## src/rtl/i2c_pkg.sv

```systemverilog
// rtl/i2c_pkg.sv - shared defaults and width helper for the I2C line conditioner
package i2c_pkg;

    localparam int I2C_SYNC_DEF        = 2;
    localparam int I2C_FILT_CYCLES_DEF = 3;
    localparam int I2C_TIMEOUT_DEF     = 1_750_000;

    // Bits needed to hold 0..n-1, never less than 1 so a counter always exists.
    function automatic int clog2_sat(input int n);
        int r;
        r = 0;
        while ((1 << r) < n) begin
            r = r + 1;
        end
        return (r < 1) ? 1 : r;
    endfunction

endpackage

```

## src/rtl/i2c_line_conditioner_if.sv

```systemverilog
// rtl/i2c_line_conditioner_if.sv - pad inputs and conditioned line outputs
//   scl_raw/sda_raw          : asynchronous pad levels into the conditioner
//   scl_clean/sda_clean      : filtered line levels
//   scl_rise/scl_fall        : 1-clk SCL edge strobes
//   start_det/stop_det       : 1-clk START (incl. repeated) / STOP strobes
//   bus_busy                 : high between START and STOP/timeout
//   timeout                  : 1-clk strobe, SCL stuck low while busy
interface i2c_line_conditioner_if;
    logic scl_raw;
    logic sda_raw;
    logic scl_clean;
    logic sda_clean;
    logic scl_rise;
    logic scl_fall;
    logic start_det;
    logic stop_det;
    logic bus_busy;
    logic timeout;

    modport master (
        output scl_raw, sda_raw,
        input  scl_clean, sda_clean, scl_rise, scl_fall,
               start_det, stop_det, bus_busy, timeout
    );

    modport slave (
        input  scl_raw, sda_raw,
        output scl_clean, sda_clean, scl_rise, scl_fall,
               start_det, stop_det, bus_busy, timeout
    );
endinterface

```

## src/rtl/i2c_glitch_filter.sv

```systemverilog
// rtl/i2c_glitch_filter.sv - synchroniser plus stable-count spike filter for one line
//   clk, rst_n : system clock, asynchronous active-low reset
//   d_raw      : asynchronous pad level
//   q_clean    : filtered level, resets high (idle bus)
module i2c_glitch_filter
    import i2c_pkg::*;
#(
    parameter int SYNC_STAGES = I2C_SYNC_DEF,
    parameter int FILT_CYCLES = I2C_FILT_CYCLES_DEF
) (
    input  logic clk,
    input  logic rst_n,
    input  logic d_raw,
    output logic q_clean
);
    localparam int            CW       = clog2_sat(FILT_CYCLES);
    localparam logic [CW-1:0] CNT_LAST = CW'(FILT_CYCLES - 1);

    logic [SYNC_STAGES-1:0] sync_q;
    logic [CW-1:0]          cnt;
    logic                   synced;

    assign synced = sync_q[SYNC_STAGES-1];

    // Chain resets to 1 so an idle-high pad produces no edge after reset release.
    always_ff @(posedge clk or negedge rst_n) begin
        if (!rst_n) begin
            sync_q <= '1;
        end else begin
            sync_q <= {sync_q[SYNC_STAGES-2:0], d_raw};
        end
    end

    // A new level must differ from the clean level for FILT_CYCLES consecutive
    // cycles; any return to the clean level restarts the count.
    always_ff @(posedge clk or negedge rst_n) begin
        if (!rst_n) begin
            cnt     <= '0;
            q_clean <= 1'b1;
        end else if (synced == q_clean) begin
            cnt <= '0;
        end else if (cnt == CNT_LAST) begin
            q_clean <= synced;
            cnt     <= '0;
        end else begin
            cnt <= cnt + 1'b1;
        end
    end
endmodule

```

## src/rtl/i2c_line_conditioner.sv

```systemverilog
// rtl/i2c_line_conditioner.sv - clean SCL/SDA, edge and START/STOP strobes, busy and timeout
//   clk, rst_n : system clock, asynchronous active-low reset
//   bus        : slave side of i2c_line_conditioner_if (raw pads in, conditioned lines out)
module i2c_line_conditioner
    import i2c_pkg::*;
#(
    parameter int SYNC_STAGES    = I2C_SYNC_DEF,
    parameter int FILT_CYCLES    = I2C_FILT_CYCLES_DEF,
    parameter int TIMEOUT_CYCLES = I2C_TIMEOUT_DEF
) (
    input  logic                    clk,
    input  logic                    rst_n,
    i2c_line_conditioner_if.slave   bus
);
    localparam int            TW      = clog2_sat(TIMEOUT_CYCLES);
    localparam logic [TW-1:0] TO_LAST = TW'(TIMEOUT_CYCLES - 1);

    logic          scl_c;
    logic          sda_c;
    logic          sclq;
    logic          sdaq;
    logic          busy;
    logic          start_c;
    logic          stop_c;
    logic          to_hit;
    logic [TW-1:0] to_cnt;
    logic          scl_rise_q;
    logic          scl_fall_q;
    logic          start_q;
    logic          stop_q;
    logic          timeout_q;

    i2c_glitch_filter #(
        .SYNC_STAGES (SYNC_STAGES),
        .FILT_CYCLES (FILT_CYCLES)
    ) u_scl_filt (
        .clk     (clk),
        .rst_n   (rst_n),
        .d_raw   (bus.scl_raw),
        .q_clean (scl_c)
    );

    i2c_glitch_filter #(
        .SYNC_STAGES (SYNC_STAGES),
        .FILT_CYCLES (FILT_CYCLES)
    ) u_sda_filt (
        .clk     (clk),
        .rst_n   (rst_n),
        .d_raw   (bus.sda_raw),
        .q_clean (sda_c)
    );

    // SCL must be high both before and after the SDA change, so an SDA change
    // landing in the same cycle as an SCL change is never a START/STOP.
    assign start_c = sclq & scl_c &  sdaq & ~sda_c;
    assign stop_c  = sclq & scl_c & ~sdaq &  sda_c;
    assign to_hit  = busy & ~scl_c & (to_cnt == TO_LAST);

    always_ff @(posedge clk or negedge rst_n) begin
        if (!rst_n) begin
            sclq       <= 1'b1;
            sdaq       <= 1'b1;
            scl_rise_q <= 1'b0;
            scl_fall_q <= 1'b0;
            start_q    <= 1'b0;
            stop_q     <= 1'b0;
            timeout_q  <= 1'b0;
            busy       <= 1'b0;
            to_cnt     <= '0;
        end else begin
            sclq       <= scl_c;
            sdaq       <= sda_c;
            scl_rise_q <=  scl_c & ~sclq;
            scl_fall_q <= ~scl_c &  sclq;
            start_q    <= start_c;
            stop_q     <= stop_c;
            timeout_q  <= to_hit;

            if (to_hit || stop_c) begin
                busy <= 1'b0;
            end else if (start_c) begin
                busy <= 1'b1;
            end

            // Saturates at the terminal value; busy drops on the hit, so no re-fire.
            if (scl_c || !busy) begin
                to_cnt <= '0;
            end else if (to_cnt != TO_LAST) begin
                to_cnt <= to_cnt + 1'b1;
            end
        end
    end

    assign bus.scl_clean = scl_c;
    assign bus.sda_clean = sda_c;
    assign bus.scl_rise  = scl_rise_q;
    assign bus.scl_fall  = scl_fall_q;
    assign bus.start_det = start_q;
    assign bus.stop_det  = stop_q;
    assign bus.bus_busy  = busy;
    assign bus.timeout   = timeout_q;
endmodule
```

## src/flat_wrapper.sv

```systemverilog
// flat-port wrapper written by rule: the top's interface ports become plain ports
module i2c_line_conditioner_flat import i2c_pkg::*;
#(
    parameter int SYNC_STAGES    = I2C_SYNC_DEF,
    parameter int FILT_CYCLES    = I2C_FILT_CYCLES_DEF,
    parameter int TIMEOUT_CYCLES = I2C_TIMEOUT_DEF
)
  (clk, rst_n, bus_scl_raw, bus_sda_raw, bus_scl_clean, bus_sda_clean, bus_scl_rise, bus_scl_fall, bus_start_det, bus_stop_det, bus_bus_busy, bus_timeout);
  i2c_line_conditioner_if bus_i ();
  input  logic clk;
  input  logic rst_n;
  input wire logic [$bits(bus_i.scl_raw)-1:0] bus_scl_raw;
  input wire logic [$bits(bus_i.sda_raw)-1:0] bus_sda_raw;
  output wire logic [$bits(bus_i.scl_clean)-1:0] bus_scl_clean;
  output wire logic [$bits(bus_i.sda_clean)-1:0] bus_sda_clean;
  output wire logic [$bits(bus_i.scl_rise)-1:0] bus_scl_rise;
  output wire logic [$bits(bus_i.scl_fall)-1:0] bus_scl_fall;
  output wire logic [$bits(bus_i.start_det)-1:0] bus_start_det;
  output wire logic [$bits(bus_i.stop_det)-1:0] bus_stop_det;
  output wire logic [$bits(bus_i.bus_busy)-1:0] bus_bus_busy;
  output wire logic [$bits(bus_i.timeout)-1:0] bus_timeout;
  assign bus_i.scl_raw = bus_scl_raw;
  assign bus_i.sda_raw = bus_sda_raw;
  assign bus_scl_clean = bus_i.scl_clean;
  assign bus_sda_clean = bus_i.sda_clean;
  assign bus_scl_rise = bus_i.scl_rise;
  assign bus_scl_fall = bus_i.scl_fall;
  assign bus_start_det = bus_i.start_det;
  assign bus_stop_det = bus_i.stop_det;
  assign bus_bus_busy = bus_i.bus_busy;
  assign bus_timeout = bus_i.timeout;
  i2c_line_conditioner #(.SYNC_STAGES(SYNC_STAGES), .FILT_CYCLES(FILT_CYCLES), .TIMEOUT_CYCLES(TIMEOUT_CYCLES)) u_core (.clk(clk), .rst_n(rst_n), .bus(bus_i));
endmodule
```

## config.mk

```make
export PLATFORM = sky130hd
export DESIGN_NAME = i2c_line_conditioner_flat
export DESIGN_NICKNAME = d
export VERILOG_FILES = /design/src/rtl/i2c_pkg.sv /design/src/rtl/i2c_line_conditioner_if.sv /design/src/rtl/i2c_glitch_filter.sv /design/src/rtl/i2c_line_conditioner.sv /design/src/flat_wrapper.sv
export SDC_FILE = /design/constraint.sdc
export NUM_CORES = 1
export LEC_CHECK = 0
export CAP_MARGIN = 0
export CELL_PAD_IN_SITES_DETAIL_PLACEMENT = 0
export CELL_PAD_IN_SITES_GLOBAL_PLACEMENT = 1
export CORE_ASPECT_RATIO = 1.1
export CORE_MARGIN = 2
export CORE_UTILIZATION = 41
export DETAILED_ROUTE_END_ITERATION = 7
export HOLD_SLACK_MARGIN = 0.12
export PLACE_DENSITY = 0.73
export SLEW_MARGIN = 20
export SYNTH_ARGS = -nofsm -noshare
export SYNTH_HDL_FRONTEND = slang
export SYNTH_SLANG_ARGS = --single-unit
```

## constraint.sdc

```tcl
create_clock -name clk -period 1.6 [get_ports clk]
set_clock_uncertainty 0.1 [all_clocks]
set_input_delay 0.32 -clock clk [delete_from_list [all_inputs] [get_ports clk]]
set_output_delay 0.32 -clock clk [all_outputs]
set_load 0.01 [all_outputs]
```

### Cell sizes after repair, run 1

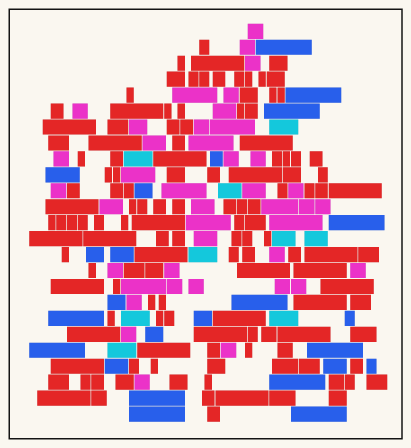
- red: x1 and smaller (cells 131; share 64%; most used dfrtp_1)
- magenta: x3 and x4 (cells 41; share 20%; most used buf_4)
- blue: x2 (cells 24; share 12%; most used dfstp_2)
- cyan: x6 and larger (cells 9; share 4.4%; most used clkbuf_8)
Design Area, Final: 2372 um^2
Layout area overhead: 33.71%

### Signal metal coverage by tile, run 1

Bar = 20 um. The die is cut into 13 by 15 equal tiles; dark purple is low, yellow is high, scaled to the fullest tile. Values are wire area over tile area, all layers added.
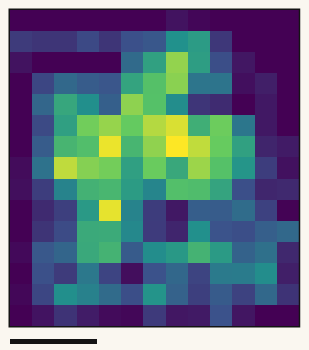
- mean over tiles: 0.12
- nearly empty tiles: 20%
- fullest tile: 0.38
- tiles over half the peak: 27%
- emptiest ninth of the die: top right
- densest ninth of the die: middle
Routed WL: 3.784 mm
GR Util All Layers: 17.81%
routed len/inst: 14.61 um

==> flow_summary.json, run 1 <==
{
  "top_cells_by_count": "31 x dfrtp_1, 14 x nor2_1, 11 x nand2_1",
  "synth_seq_share_pct": 55.57,
  "maxSlewViolCount": 0,
  "drc_errors": 0,
  "cts_buffer_depth": 2,
  "antenna_cells": 0,
  "fin_ws_ns": 0.003641,
  "synth_area_um2": 1774,
  "initCoreUtil_pct": 42.01,
  "worst-setup-path-type": "reg -> reg",
  "grt_max_degree": 21,
  "largest_reg_flops": 21,
  "die-area_um2": 4870,
  "firstDrtPassIters": 4,
  "p_leak_nw": 1.117,
  "cts_setup_buffers": 5,
  "cp.depth": 5,
  "dpl.cell_count": 241,
  "drtAntennaViolNets": 0,
  "top_cell_area_share_pct": 43.72,
  "status": "completed",
  "synth-edff-count": 0,
  "cts_hold_buf": 1,
  "slowest_stage": "dfrtp_1",
  "top_cell": "dfrtp_1",
  "synthCells": 162
}
### Wires at chosen ports, followed through buffers, run 1

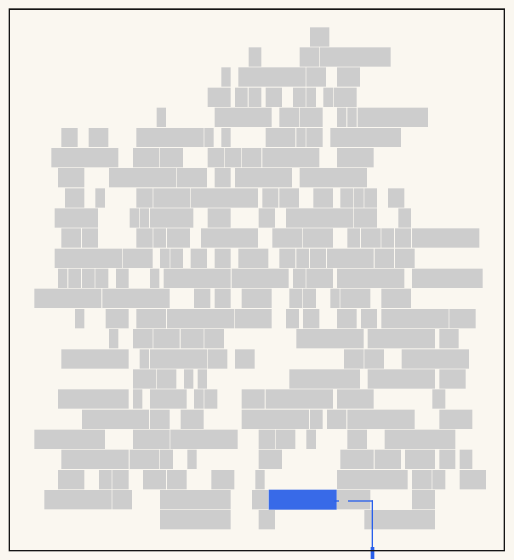
- blue: `bus_scl_rise` (bits 1; direction output; end cells 1; wire 10.0 um)

## run 1: final cells by class
class                   count  area share, %
inverters                   3         0.4747
clock inverters             2         0.6857
flip-flops and latches     39          41.77
repair buffers             39          13.87
multi-input cells         116          36.87
well taps                  54          2.848
clock buffers               6          3.481
## run 1: power by group through the flow
stage               registers (mW)  logic, mW  clock network [mW]
floorplan                     1.37      0.303                   0
global placement              1.32      0.714                   0
detailed placement            1.33      0.732                   0
CTS                           1.31      0.725               0.726
global route                  1.35      0.825               0.773
finish                        1.33      0.750               0.718
## run 1: layer usage
layer | share of wire [%] | vias up | GRT usage [%]
met3 | 3.2 | 7 | 3.704
met1 | 44 | 677 | 21.61
li1 | - | 676 | -
met5 | 0 | - | 0
met2 | 51 | 13 | 29.56
met4 | 1.8 | 0 | 9.524
## run 1: stage by stage
stage | TNS [ns] | hold slack (ns) | util [%] | cell area [um^2]
detailed placement | -0.1854 | 0.1809 | 48.95 | 2067
floorplan | 0 | -0.07559 | - | 1777
global route | -0.4840 | 0.2649 | 56.18 | 2372
CTS | 0 | 0.2626 | 53.19 | 2246
finish | 0 | 0.2599 | 56.18 | 2372
global placement | -0.08222 | 0.1635 | 48.95 | 2067
## run 1: cells in the final DEF (no fill, tap or decap), drive strengths merged, types with 2 or more instances in the layout
cell,Yosys,routed
nand3,5,5
inv,3,3
and4b,2,2
nor3,7,7
clkdlybuf4s50,0,4
a31o,2,2
dlymetal6s2s,0,3
o21ai,8,8
nand4,9,9
dlygate4sd2,0,2
and4,3,3
nand2,11,11
nor3b,4,4
clkbuf,2,7
and3,5,5
a31oi,5,5
nor2,14,14
a21oi,9,9
xor2,3,3
xnor2,6,6
dfrtp,31,31
dfstp,8,8
mux2,2,2
or3,5,5
nor2b,7,7
a41o,3,3
buf,2,28
nor4,2,2
--- run 2 (diff from run 1) ---
- CORE_ASPECT_RATIO: 1.1 -> not set
### Signal metal coverage by tile, run 2

Bar = 20 um. The die is cut into 14 by 14 equal tiles; dark purple is low, yellow is high, scaled to the fullest tile. Values are wire area over tile area, all layers added.
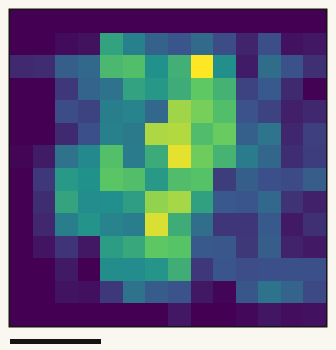
- tiles over half the peak: 21%
- fullest tile: 0.45
- emptiest ninth of the die: bottom left
- mean over tiles: 0.13
- nearly empty tiles: 22%
- densest ninth of the die: middle

==> flow_summary.json, run 2 <==
{
  "status": "completed",
  "drtAntennaViolNets": 0,
  "wl_mm": 4.018,
  "use_met3_pct": 3.924,
  "largest_reg_flops": 21,
  "lay_top_count": "buf_4",
  "design_area_um2": 2431,
  "top_cells_by_count": "31 x dfrtp_1, 14 x nor2_1, 11 x nand2_1",
  "utilization_pct": 59.49,
  "antenna_cells": 0,
  "synth_seq_share_pct": 55.57,
  "cts_buffer_depth": 2,
  "worst-setup-path-type": "reg -> reg",
  "drc_errors": 0,
  "p_leak_nw": 1.157,
  "die-area_um2": 4869,
  "initCoreUtil_pct": 43.42,
  "firstDrtPassIters": 4,
  "worst_hold_slack_ns": 0.2592,
  "grt_usage_pct": 17.30,
  "use_met2_pct": 30.79,
  "grt_max_degree": 23
}
### Cell sizes after repair, run 2

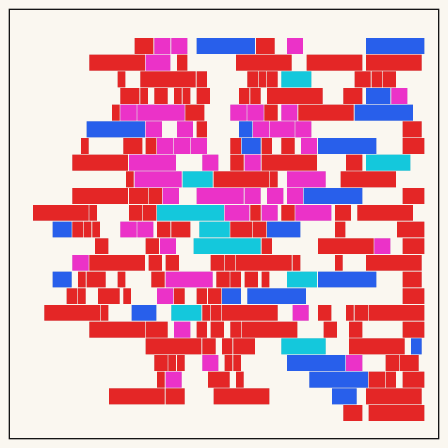
- magenta: x3 and x4 (cells 44; share 21%; most used buf_4)
- cyan: x6 and larger (cells 9; share 4.2%; most used clkbuf_8)
- blue: x2 (cells 20; share 9.3%; most used dfstp_2)
- red: x1 and smaller (cells 141; share 66%; most used dfrtp_1)

-- run 2: cell counts after synthesis --
Identical to the previous run, type by type.
-- run 2: cell families (layout without fill, tap and decap cells) --
family          after synthesis  in the layout  synth area share [%]
flops                        39             39                 55.57
simple gates                 76             76                 26.66
buf+inv                       7             59                 1.622
mux                           2              2                 1.269
fa+ha+maj                     1              1                0.7051
compound gates               28             28                 9.732
xor+xnor                      9              9                 4.443
-- run 2: report_power, final --
group          internal (mW)  total [mW]  switching [mW]
Combinational          0.403       0.812           0.409
Clock                  0.623       0.966           0.342
Sequential              1.20        1.29          0.0932
-- run 2: what timing repair did --
action / in CTS / in global routing
endpoints found under the hold margin: 14 / 0
gates resized: 9 / 12
hold buffers: 1 / 0
setup buffers: 5 / 10
pin swaps: 3 / 14
endpoints found under the setup margin: 14 / 15
-- run 2: critical path: stages, from the launching register on --
cell and delay, ns:
dfrtp_1 0.37, ha_2 0.20, and4_4 0.24, nand4_4 0.10
or3_1 0.37, a21oi_1 0.13
-- run 2: through the flow --
step | cells | power (mW) | TNS [ns] | worst slack [ns]
after floorplan | 162 | 1.671 | 0 | 0.005813
after global placement | 240 | 2.037 | 0 | 0.006124
after detailed placement | 240 | 2.069 | -0.2877 | -0.08314
after CTS | 254 | 3.078 | -0.01091 | -0.01091
after global routing | 264 | 3.240 | -0.1990 | -0.03695
final | 264 | 3.067 | 0 | 0.02645
-- run 2: final cells by class --
cell class,instances,area share [%]
tap,50,2.573
inverter,3,0.4632
clock inverter,2,2.470
multi-input combinational,116,34.02
sequential,39,40.66
clock buffer,6,2.985
timing repair buffer,48,16.83
-- run 2: per-layer routing --
metal	vias up	share of wire [%]
met4	0	2.5
met3	11	3.0
li1	695	-
met5	-	0
met1	721	42
met2	27	53
--- run 3 (diff from run 2) ---
- CORE_UTILIZATION: 41 -> 46
- PLACE_DENSITY: 0.73 -> 0.78
- clock period: 1.6 -> 1.5 ns (I/O delays scaled with it)
### Wires at chosen ports, followed through buffers, run 3

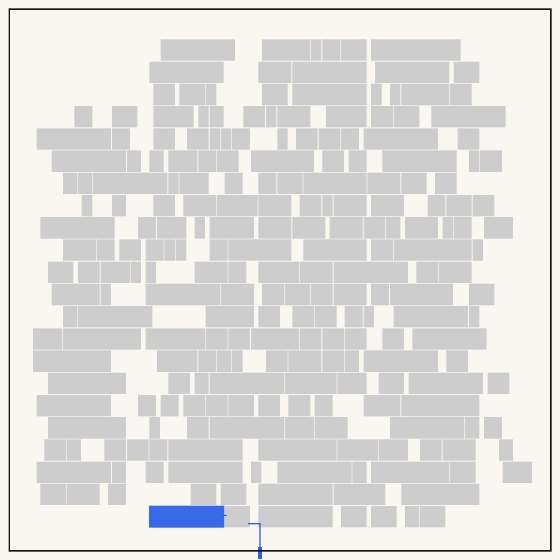
- blue: `bus_scl_rise` (bits 1; direction output; end cells 1; wire 4.70 um)

==> flow_summary.json, run 3 <==
{
  "cp.depth": 5,
  "synth_area_um2": 1774,
  "failed_checks": "negative setup slack",
  "critical_path_buf_inv_count": 0,
  "lay_top_count": "buf_4",
  "cts_hold_buf": 1,
  "postCtsResizedCells": 25,
  "grt_usage_pct": 20.50,
  "powerClk_mw": 0.825,
  "comb_power_share_pct": 31.5,
  "top_power_group": "registers",
  "cp_top_family": "simple AND/OR/NAND/NOR gates",
  "setup_violations": 20,
  "synth-edff-count": 0,
  "top_cell": "dfrtp_1",
  "antenna_cells": 0,
  "grt_max_degree": 17,
  "slowest_stage": "dfrtp_1",
  "net-switching-power_mw": 0.9484,
  "status": "finished with violations",
  "fin_ws_ns": -0.1427,
  "internal_power_mw": 2.286
}
### Placement by cell class, run 3

Bar = 20 um.
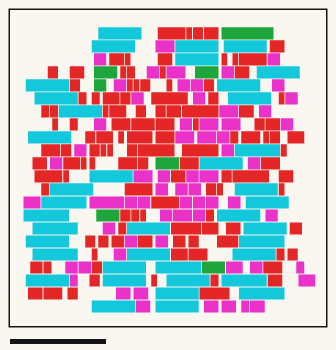
- red: remaining logic cells (cells 119; share of their area 37%)
- green: clock drivers and dummy loads (cells 7; share of their area 4.1%)
- magenta: remaining buffers and delay cells (cells 64; share of their area 21%)
- cyan: registers (cells 39; share of their area 38%)
fin util: 71.85%
Core Footprint: 3689 um^2
flop share of the area: 37.25%
Rows: 22
Design Area, Final: 2650 um^2

run 3: cell count changes in the layout (fill, tap and decap cells not counted), moves of 3 or more:
cell             change
dlygate4sd2_1        +3
nor3_1               -4
buf_6               +10
clkdlybuf4s50_1      -4
buf_4                +7
a21oi_2              +4
a21oi_1              -4
nor3_2               +3
run 3: how the worst min path moves through the flow:
stage                     slack, ns                           to                   startpoint
after floorplan                -0.1          u_core.bus.bus_busy                        rst_n
after global placement         0.13             u_core.to_cnt[4]                        rst_n
after detailed placement       0.14             u_core.to_cnt[3]                        rst_n
after CTS                      0.26  u_core.u_sda_filt.sync_q[1]  u_core.u_sda_filt.sync_q[0]
after global routing           0.27  u_core.u_sda_filt.sync_q[1]  u_core.u_sda_filt.sync_q[0]
final                          0.26  u_core.u_sda_filt.sync_q[1]  u_core.u_sda_filt.sync_q[0]
run 3: area by class of cell:
class | count | area [um^2]
inverters | 3 | 11.26
well taps | 48 | 60.06
multi-input cells | 116 | 947.2
fillers | 264 | 1039
clock buffers | 5 | 68.82
clock inverters | 2 | 37.54
repair buffers | 64 | 538.0
flip-flops and latches | 39 | 987.2
run 3: kinds of logic (layout without fill, tap and decap cells):
| family | Yosys count | count (layout) | share of synthesized area, % |
|---|---|---|---|
| AOI/OAI and AO/OA | 28 | 28 | 9.732 |
| xor gates and xnor gates | 9 | 9 | 4.443 |
| muxes | 2 | 2 | 1.269 |
| adders and majority gates | 1 | 1 | 0.7051 |
| buffers and inverters | 7 | 74 | 1.622 |
| DFF | 39 | 39 | 55.57 |
| and+or+nand+nor | 76 | 76 | 26.66 |
run 3: metal layers:
metal  GRT usage, %  vias up  part of all wire, %
li1               -      719                    -
met4          8.673        0                  1.9
met2          33.13       23                   53
met1          25.56      765                   43
met3          5.963       10                  3.0
met5              0        -                    0
No activity file was given, so power comes from the tool's default toggle rates.
